### src/rtl/controlador_envase_pkg.sv
// Shared definitions for the bottling-line sequencer.
// Holds the state encoding (also driven out on the state port) and a
// helper that sizes the down-counters used to time the valve and capper.
package controlador_envase_pkg;

  typedef enum logic [2:0] {
    IDLE  = 3'd0,
    MOVE  = 3'd1,
    FILL  = 3'd2,
    CAP   = 3'd3,
    ALARM = 3'd4
  } state_t;

  // Bits needed to hold the values 0..n.
  function automatic int unsigned cnt_bits(input int unsigned n);
    return (n < 2) ? 1 : $clog2(n + 1);
  endfunction

endpackage

### src/rtl/sync_borda.sv
// Two-flop synchronizer followed by a rising-edge detector.
// Ports:
//   clk      system clock
//   reset    synchronous, active-high; clears all three flops
//   din      asynchronous input level
//   edge_out one-cycle pulse per rising edge of din (sync2 & ~hist)
// A sample taken high at edge k yields edge_out high between edges k+1
// and k+2.
module sync_borda (
  input  logic clk,
  input  logic reset,
  input  logic din,
  output logic edge_out
);

  logic sync1;
  logic sync2;
  logic hist;

  always_ff @(posedge clk) begin
    if (reset) begin
      sync1 <= 1'b0;
      sync2 <= 1'b0;
      hist  <= 1'b0;
    end else begin
      sync1 <= din;
      sync2 <= sync1;
      hist  <= sync2;
    end
  end

  assign edge_out = sync2 & ~hist;

endmodule

### src/rtl/controlador_envase.sv
// Bottling-line sequencer fed by the frequency divider's slow clock.
// The divided clock is sampled as data; each rising edge becomes a
// one-cycle tick that times the fill valve and the capper.
// Ports:
//   clk, reset      system clock, synchronous active-high reset
//   tick_src        divided clock (asynchronous data)
//   start, stop     operator level controls
//   bottle_sensor   bottle-under-nozzle sensor (asynchronous)
//   tank_low        reservoir-low flag (synchronous to clk)
//   motor, valve, capper, alarm   Moore actuator outputs
//   batch_done      one-cycle pulse when a batch completes
//   bottle_count    bottles completed in the current batch
//   state           current state encoding
module controlador_envase
  import controlador_envase_pkg::*;
#(
  parameter int unsigned FILL_TICKS = 5,
  parameter int unsigned CAP_TICKS  = 3,
  parameter int unsigned BATCH_SIZE = 12,
  parameter int unsigned CNT_W      = 8
) (
  input  logic             clk,
  input  logic             reset,
  input  logic             tick_src,
  input  logic             start,
  input  logic             stop,
  input  logic             bottle_sensor,
  input  logic             tank_low,
  output logic             motor,
  output logic             valve,
  output logic             capper,
  output logic             alarm,
  output logic             batch_done,
  output logic [CNT_W-1:0] bottle_count,
  output logic [2:0]       state
);

  localparam int unsigned FILL_W = cnt_bits(FILL_TICKS);
  localparam int unsigned CAP_W  = cnt_bits(CAP_TICKS);

  logic tick;
  logic bottle_edge;

  state_t              state_q, state_d;
  logic [FILL_W-1:0]   fill_q, fill_d;
  logic [CAP_W-1:0]    cap_q, cap_d;
  logic [CNT_W-1:0]    count_q, count_d;
  logic                done_q, done_d;

  sync_borda u_sync_tick (
    .clk      (clk),
    .reset    (reset),
    .din      (tick_src),
    .edge_out (tick)
  );

  sync_borda u_sync_sensor (
    .clk      (clk),
    .reset    (reset),
    .din      (bottle_sensor),
    .edge_out (bottle_edge)
  );

  always_ff @(posedge clk) begin
    if (reset) begin
      state_q <= IDLE;
      fill_q  <= '0;
      cap_q   <= '0;
      count_q <= '0;
      done_q  <= 1'b0;
    end else begin
      state_q <= state_d;
      fill_q  <= fill_d;
      cap_q   <= cap_d;
      count_q <= count_d;
      done_q  <= done_d;
    end
  end

  // Priority inside each active state: stop, then tank_low, then ticks.
  // The FILL load happens on the MOVE->FILL edge, so a tick in that same
  // cycle is seen while still in MOVE and is not counted.
  always_comb begin
    state_d = state_q;
    fill_d  = fill_q;
    cap_d   = cap_q;
    count_d = count_q;
    done_d  = 1'b0;
    case (state_q)
      IDLE: begin
        if (start && !stop) state_d = tank_low ? ALARM : MOVE;
      end
      MOVE: begin
        if (stop) begin
          state_d = IDLE;
        end else if (tank_low) begin
          state_d = ALARM;
        end else if (bottle_edge) begin
          state_d = FILL;
          fill_d  = FILL_W'(FILL_TICKS);
        end
      end
      FILL: begin
        if (stop) begin
          state_d = IDLE;
          fill_d  = '0;
        end else if (tank_low) begin
          state_d = ALARM;
          fill_d  = '0;
        end else if (tick) begin
          if (fill_q == FILL_W'(1)) begin
            state_d = CAP;
            fill_d  = '0;
            cap_d   = CAP_W'(CAP_TICKS);
          end else begin
            fill_d = fill_q - FILL_W'(1);
          end
        end
      end
      CAP: begin
        // tank_low is deliberately ignored so the capping cycle completes.
        if (stop) begin
          state_d = IDLE;
          cap_d   = '0;
        end else if (tick) begin
          if (cap_q == CAP_W'(1)) begin
            cap_d = '0;
            if (count_q == CNT_W'(BATCH_SIZE - 1)) begin
              count_d = '0;
              done_d  = 1'b1;
              state_d = IDLE;
            end else begin
              count_d = count_q + CNT_W'(1);
              state_d = MOVE;
            end
          end else begin
            cap_d = cap_q - CAP_W'(1);
          end
        end
      end
      ALARM: begin
        if (start && !tank_low) state_d = IDLE;
      end
      default: begin
        state_d = IDLE;
        fill_d  = '0;
        cap_d   = '0;
      end
    endcase
  end

  assign motor        = (state_q == MOVE);
  assign valve        = (state_q == FILL);
  assign capper       = (state_q == CAP);
  assign alarm        = (state_q == ALARM);
  assign batch_done   = done_q;
  assign bottle_count = count_q;
  assign state        = state_q;

endmodule

### config.mk
export PLATFORM = sky130hd
export DESIGN_NAME = controlador_envase
export DESIGN_NICKNAME = d
export VERILOG_FILES = /design/src/rtl/controlador_envase_pkg.sv /design/src/rtl/sync_borda.sv /design/src/rtl/controlador_envase.sv
export SDC_FILE = /design/constraint.sdc
export NUM_CORES = 1
export LEC_CHECK = 0
export CORE_MARGIN = 3
export CORE_UTILIZATION = 25
export DETAILED_ROUTE_END_ITERATION = 10
export PLACE_DENSITY = 0.45
export SKIP_CTS_REPAIR_TIMING = 1
export SLEW_MARGIN = 20
export SYNTH_ARGS = -nofsm -noshare
export SYNTH_HDL_FRONTEND = slang
export SYNTH_HIERARCHICAL = 1
export SYNTH_SLANG_ARGS = --single-unit
### constraint.sdc
create_clock -name clk -period 2 [get_ports clk]
set_input_delay 0.3 -clock clk [delete_from_list [all_inputs] [get_ports clk]]
set_output_delay 0.3 -clock clk [all_outputs]
set_load 0.02 [all_outputs]
**Run 1: signal wires by layer**

Scale: 4 px per µm.
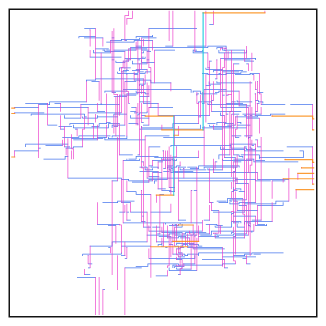
layer	colour	wire length
met1	blue	1610 µm
met3	orange	98.0 µm
met2	magenta	1510 µm
met4	cyan	49.0 µm

**Run 1: sequential cells grouped by signal name**

Scale: 4 px per µm.
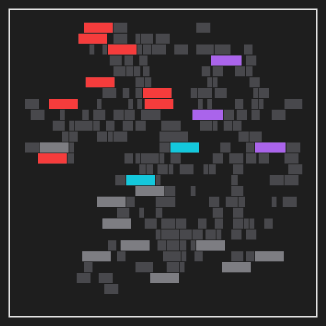
name in the netlist	colour	placed flops
cap_q	cyan	2
state	purple	3
bottle_count	red	8
not coloured	10

**Run 1: nets reached from selected ports**

Scale: 4 px per µm.
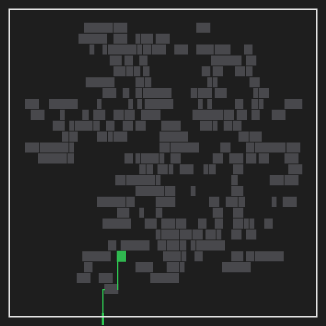
port	colour	bits	direction	end cells	buffers	wire
bottle_sensor	green	1	input	1	1	15.2 µm

**Run 1: routing congestion map**

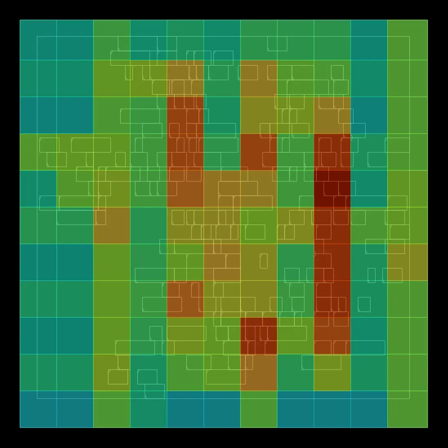
fin util: 36.0%
met2 usage: 19.6%
GRT busiest layer: met2

-- run 1: state kept, by name, indices dropped and copies added (netlist names) --
register             count
batch_done               1
u_sync_sensor/hist       1
state                    3
fill_q                   3
u_sync_tick/sync2        1
u_sync_sensor/sync2      1
bottle_count             8
u_sync_sensor/sync1      1
u_sync_tick/sync1        1
u_sync_tick/hist         1
cap_q                    2
-- run 1: cells in the mapped netlist (3+ instances only) --
cell / n / area [µm²]
inv_1: 11 / 41.3
nor2b_1: 8 / 50.1
nor3_1: 4 / 20.0
xnor2_1: 3 / 26.3
nand4_1: 3 / 18.8
or4_1: 3 / 22.5
nand2b_1: 4 / 25.0
clkbuf_1: 4 / 15.0
ha_1: 4 / 50.1
nor2_1: 11 / 41.3
nor4_1: 3 / 18.8
nand3_1: 3 / 15.0
a21oi_1: 9 / 45.0
o21ai_0: 3 / 15.0
dfxtp_1: 23 / 460
nand2_1: 11 / 41.3
o211ai_1: 4 / 30.0
-- run 1: cell usage in the layout (no fill, tap or decap), drive strengths merged, types with 2 or more instances in the layout --
master         instances
a2111oi                2
a21oi                  9
a221oi                 2
buf                   16
clkbuf                 3
clkdlybuf4s50         19
dfxtp                 23
dlymetal6s2s           3
ha                     4
inv                   11
nand2                 11
nand2b                 4
nand3                  3
nand4                  3
nor2                  11
nor2b                 10
nor3                   4
nor3b                  2
nor4                   3
nor4b                  2
nor4bb                 2
o211ai                 4
o21a                   2
o21ai                  3
o31ai                  2
or3                    2
or4                    3
xnor2                  3
xor2                   2
-- run 1: metrics by stage --
| step | power (W) | cells |
|---|---|---|
| 6_report | 0.000934 | 252 |
| 5_1_grt | 0.000984 | 252 |
| 4_1_cts | 0.000950 | 252 |
| 3_5_place_dp | 0.000651 | 248 |
| 3_3_place_gp | 0.000650 | 248 |
| 2_1_floorplan | 0.000577 | 149 |
==> changes_impl.md, run 1 <==
### Metrics

* CP endpoint kind: output port
* Top logic family: simple AND/OR/NAND/NOR gates
* Largest stage delay, worst path at 0.61 ns
* Max Buffers Root-to-Sink at 2
* Overflow after GRT at 0
* Compound-gate portion of the synthesized area at between 10% and 20%
* Buf+Inv Stages, Crit Path at 2
* Port Buffers at 22
* Simple Share, Synth at between 20 and 30%
* Filler cell count at between 500 and 600
* Setup CP Type: flip-flop to output port
* R2r endpoint: cap_q[1]$_SDFFE_PP0P_
* Crit path launch type: flip-flop
* RR Startpoint: u_sync_tick/sync2$_SDFF_PP0_
* Asr flop ratio synth at 0%
* Die width at 76.5 µm
* YS chip area at about 1200 µm²
* First-pass GRT wire length at about 5.7 mm
* Count of library flops with an enable pin at 0
* Worst path arrival time at 1.62 ns
* NonClk Buf Share at between 20% and 30%
* Placement Cell Area at 1660 µm²
* Power Internal at between 0.0006 and 0.0007 W
* DP Wirelength at ~2.5 mm
* Clock group total power at approximately 0.00029 W
* Average wire per standard cell at 13.0 µm
* Setup violations, final at 0
* # H-tree levels at 1
* Routing usage on met3 at roughly 2.7%
* Antenna violations before repair at 0
* Number of global-route vias before repair at 1234
* # IOs at 23
* R2R cell count at 5
* CP required at 1.70 ns
* Slowest cell on crit path: clkdlybuf4s50_1
* Top routing layer in use: met4
* TNS Setup at 0 ns
* Part of the power in registers at roughly half
* Leakage power at about 0.66 nW
* Worst ir drop on vdd at between 0.2 and 0.25 mV
* Logic area at between 700 and 800 µm²
* Syn-to-layout area delta at 37.7%
* Cell area after synthesis at 1240 µm²
* Antenna viol nets, final at 0
* Tool warnings at 27
* Period utilization at 96.2%
* Routing usage on met1 at 14.5%
* Setup Skew at 0.00697 ns
* Storage cell area at approximately 460 µm²
* Adder Share, Synth at around 4%
* Vias at between 1000 and 1500
* Yosys Warn Count at 6
* Hold Crit Start: u_sync_tick/sync1$_SDFF_PP0_
* Clock network area share at under 10%
* Die Span Y at 76.5 µm
* Hold path depth at 1
* Mux contribution to synthesized area at less than 1%
* # Cells Yosys at 149
* WHS at 0.451 ns
* Vias per inst at about 4.8
* Nonclk buf count at 38
* Psw at 0.000248 W
* # Taps at roughly 67
* Cells after synthesis at about 150
* Final hold violation count at 0
* Max-capacitance violation count at 0
* Post-synth top flop: dfxtp_1
* FFs & Latches at 23
* Clkbuf count at 3
* Final WL at 3.27 mm
* Fmax at slightly above 500 MHz
* Routed wl met3 at roughly 97 µm
* Switching part of the total at a little over a quarter
* Mapped Nets at between 150 and 200
* Post-route cell area at ~1700 µm²
* Clk sink count at 23
* CTS tree: yes
* Status: complete, no violations
* Power in sequential cells at 0.000481 W
* Final nets at 197
* Reported combinational group power at approximately 0.00016 W
* Wire length on met2 at 1.51 mm
* RD Place Congestion at about 0.85
* Yosys reg bits at 23
* Core ar. at ~4800 µm²
* Worst Hold End: u_sync_tick/sync2$_SDFF_PP0_
* Hold WC Path Type: flip-flop to flip-flop
* Comb power frac at between 10% and 20%
* Clock share of power at a little under a third
* Clk ins delay skew pair at 0.27 ns
==> run 1 -> run 2 <==
--- a/config.mk
+++ b/config.mk
@@ -8,6 +8,7 @@
 export CORE_MARGIN = 3
 export CORE_UTILIZATION = 25
 export DETAILED_ROUTE_END_ITERATION = 10
+export GPL_TIMING_DRIVEN = 0
 export PLACE_DENSITY = 0.45
 export SKIP_CTS_REPAIR_TIMING = 1
 export SLEW_MARGIN = 20
==> changes_impl.md, run 2 <==
### Metrics

* Mapped Nets at 160 (unchanged)
* Yosys Warn Count at 6 (unchanged)
* Clock Pin Slew Worst Setup and Hold Paths at 0.08 ns (was 0.09 ns)
* DRT Pass-1 Iters at 4 (unchanged)
* Hold Crit Start: u_sync_tick/sync1$_SDFF_PP0_ (unchanged)
* Slew at the pin closest to its max-slew limit at 0.491 ns (was 0.471 ns)
* Top cells by area: dfxtp_1 37%, ha_1 4.0%, nor2b_1 4.0%, a21oi_1 3.6%, inv_1 3.3% (unchanged)
* Syn-to-layout area delta at 32.5% (was 37.7%)
* Switching part of the total at 26.5% (was 26.6%)
* R2r endpoint: cap_q[1]$_SDFFE_PP0P_ (unchanged)
* Core ar. at 4750 µm² (unchanged)
* Top routing layer in use: met4 (unchanged)
* Die width at 76.5 µm (unchanged)
* PD cells at 560 nW/µm² (was 546 nW/µm²)
* # Cells Yosys at 149 (unchanged)
* Slew Limit Fails at 0 (unchanged)
* Fmax at 520 MHz (about the same)
* Worst Hold End: u_sync_tick/sync2$_SDFF_PP0_ (unchanged)
* Synth cell types at 44 (unchanged)
* Comb power frac at 15.9% (was 17.0%)
* Slowest cell on crit path: clkdlybuf4s50_1 (unchanged)
* Count leader, synth: dfxtp_1 (unchanged)
* Psw at 0.000244 W (was 0.000248 W)
* Average wire per standard cell at 13.3 µm (was 13.0 µm)
* Met2 usage at 18.3% (was 19.6%)
* RSZ-0062 raised after global routing: false (unchanged)
* Drt first-iter violations at 166 (was 46)
* Leakage power at 0.609 nW (was 0.658 nW)
* Cell type with the largest total area after synthesis: dfxtp_1 (unchanged)
* Period utilization at 96.2% (about the same)
* Yosys reg bits at 23 (unchanged)
* Die Span Y at 76.5 µm (unchanged)
* Post-synth top flop: dfxtp_1 (unchanged)
* CTS tree: yes (unchanged)
* Asr flop ratio synth at 0% (unchanged)
* Cells after synthesis at 149 (unchanged)
* Status: complete, no violations (unchanged)
* Reported combinational group power at 0.000147 W (was 0.000159 W)
* WHS at 0.445 ns (was 0.451 ns)
* R2R cell count at 5 (unchanged)
* CTS buffer count at 3 (unchanged)
* Share of cells above drive strength 1 at 10.7% (was 14.6%)
* Antenna viol nets, final at 0 (unchanged)
* Wire length on met2 at 1.52 mm (was 1.51 mm)
* Vias per inst at 4.80 (was 4.79)
* RD Place Congestion at 0.815 (was 0.846)
* Place WS at -0.139 ns (was -0.101 ns)
* Largest stage delay, worst path at 0.65 ns (was 0.61 ns)
* Crit path launch type: flip-flop (unchanged)
* Setup Skew at 0.00154 ns (was 0.00697 ns)
* Vias at 1170 (was 1208)
* Routing usage on met3 at 2.48% (was 2.72%)
* Worst ir drop on vdd at 0.203 mV (was 0.236 mV)
* Max reg flops at 8 (unchanged)
* Count of library flops with an enable pin at 0 (unchanged)
* # H-tree levels at 1 (unchanged)
* GRT Overall Usage at 11.6% (was 11.7%)
* Post-synthesis sequential area ratio at 37.0% (unchanged)
* Power Internal at 0.000678 W (was 0.000686 W)
* Clock share of power at 31.6% (was 31.5%)
* Relative slew slack at 66.8% (was 68.2%)
* Final critical-path setup slack at 0.0755 ns (was 0.0756 ns)
* Area leader share at 37.0% (unchanged)
* Worst path arrival time at 1.62 ns (about the same)
* Final hold violation count at 0 (unchanged)
* First-pass GRT wire length at 5.62 mm (was 5.75 mm)
* Hold path depth at 1 (unchanged)
* Hold WC Path Type: flip-flop to flip-flop (unchanged)
* Leading post-synthesis cells by instance count: 23 x dfxtp_1, 11 x inv_1, 11 x nand2_1, 11 x nor2_1, 9 x a21oi_1 (unchanged)
* Pin count of the biggest net entering global routing at 13 (was 19)
* Part of the power in registers at 52.5% (was 51.5%)
* RR Startpoint: u_sync_tick/sync2$_SDFF_PP0_ (unchanged)
* CP required at 1.70 ns (about the same)
* Drt drc at 0 (unchanged)
* Clock group total power at 0.000292 W (was 0.000294 W)
* Power in sequential cells at 0.000484 W (was 0.000481 W)
* Avg Inst Size Synth at 8.35 µm² (unchanged)
* Row count at 25 (unchanged)
* Clk sink count at 23 (unchanged)
* Top cell excl fill/tap: dfxtp_1 (unchanged)
* Clk ins delay skew pair at 0.26 ns (was 0.27 ns)
* Max Buffers Root-to-Sink at 2 (unchanged)
* Setup violations, final at 0 (unchanged)
* Die Size at 5860 µm² (unchanged)
* # IOs at 23 (unchanged)
* Worst R2R Setup Slack at 0.14 ns (was 0.19 ns)
* Port Buffers at 22 (unchanged)
* YS chip area at 1240 µm² (unchanged)
* Routed wl met3 at 99 µm (was 97 µm)
* Worst path cell trace: nor3b_4 > clkdlybuf4s50_1 (was buf_4 > nand2b_1 > nor2_1 > clkdlybuf4s50_1)
* Cell area after synthesis at 1240 µm² (unchanged)
* Routing usage on met1 at 15.3% (was 14.5%)
* DP Wirelength at 2.39 mm (was 2.47 mm)
* Setup CP Type: flip-flop to output port (unchanged)
* Overflow after GRT at 0 (unchanged)
* CP endpoint kind: output port (unchanged)
* Number of global-route vias before repair at 1181 (was 1234)
* Most common logic cells in the final layout: 20 x dfxtp_1, 19 x clkdlybuf4s50_1, 11 x inv_1, 11 x nor2_1, 11 x nand2_1 (was 20 x dfxtp_1, 19 x clkdlybuf4s50_1, 15 x buf_4)
* Max-capacitance violation count at 0 (unchanged)
* Final nets at 189 (was 197)
* Final WL at 3.25 mm (was 3.27 mm)
* GRT busiest layer: met2 (unchanged)
* Antenna violations before repair at 0 (unchanged)
* Tool warnings at 27 (unchanged)
-- run 2: how the worst max path moves through the flow --
| stage | start | end | slack, ns | cells after the start |
|---|---|---|---|---|
| floorplan | state[1]$_SDFFE_PP0P_ | state[0]$_SDFFE_PP0P_ | 0.03 | 4 |
| global placement | state[2]$_SDFFE_PP0P_ | alarm | -0.09 | 3 |
| detailed placement | stop | fill_q[2]$_SDFFE_PP0P_ | -0.14 | 6 |
| CTS | state[2]$_SDFFE_PP0P_ | alarm | -0.41 | 3 |
| global route | state[1]$_SDFFE_PP0P_ | valve | 0.02 | 2 |
| finish | state[1]$_SDFFE_PP0P_ | valve | 0.08 | 2 |
-- run 2: stage by stage --
stage	power, W	setup TNS, ns	util (%)	area (µm²)	instances
4_1_cts	0.000933	-1.39	33.5	1590	242
3_3_place_gp	0.000630	-0.372	32.6	1550	238
3_5_place_dp	0.000633	-0.585	32.6	1550	238
5_1_grt	0.000973	0	34.7	1650	244
2_1_floorplan	0.000577	0	-	1240	149
6_report	0.000923	0	34.7	1650	244
-- run 2: critical path, delay by kind of cell, from the launching register on --
kind                   cells  cell delay (ns)
buffers and inverters      1             0.65
AND/OR/NAND/NOR            1             0.30
flip-flops                 1             0.41
-- run 2: area by class of cell --
cell class	count	area [µm²]
fillers	510	3110
multi-input cells	109	738
flip-flops and latches	23	464
repair buffers	24	243
well taps	67	83.8
clock buffers	4	45.0
inverters	11	41.3
plain buffers	6	32.5
-- run 2: kinds of logic (layout without fill, tap and decap cells) --
kind of cell    after synthesis  count (layout)  share of synthesized area [%]
flops                        23              23                           37.0
buf+inv                      17              45                           5.33
mux                           1               1                          0.805
simple gates                 65              65                           30.0
compound gates               34              34                           19.3
xor+xnor                      5               5                           3.52
fa+ha+maj                     4               4                           4.02
**Run 2: I/O pins on the die edge**

Scale: 4 px per µm. Pins as bars across the die edge, other pins in grey.
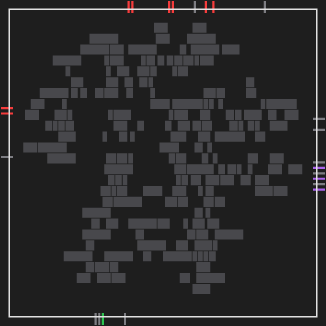
port	colour	pins	direction	edge
bottle_sensor	green	1	input	bottom
state	purple	3	output	right
bottle_count	red	8	output	6 top, 2 left
all pins by edge	8 right, 8 top, 4 bottom, 3 left

Power is estimated from default activity; no workload was simulated.
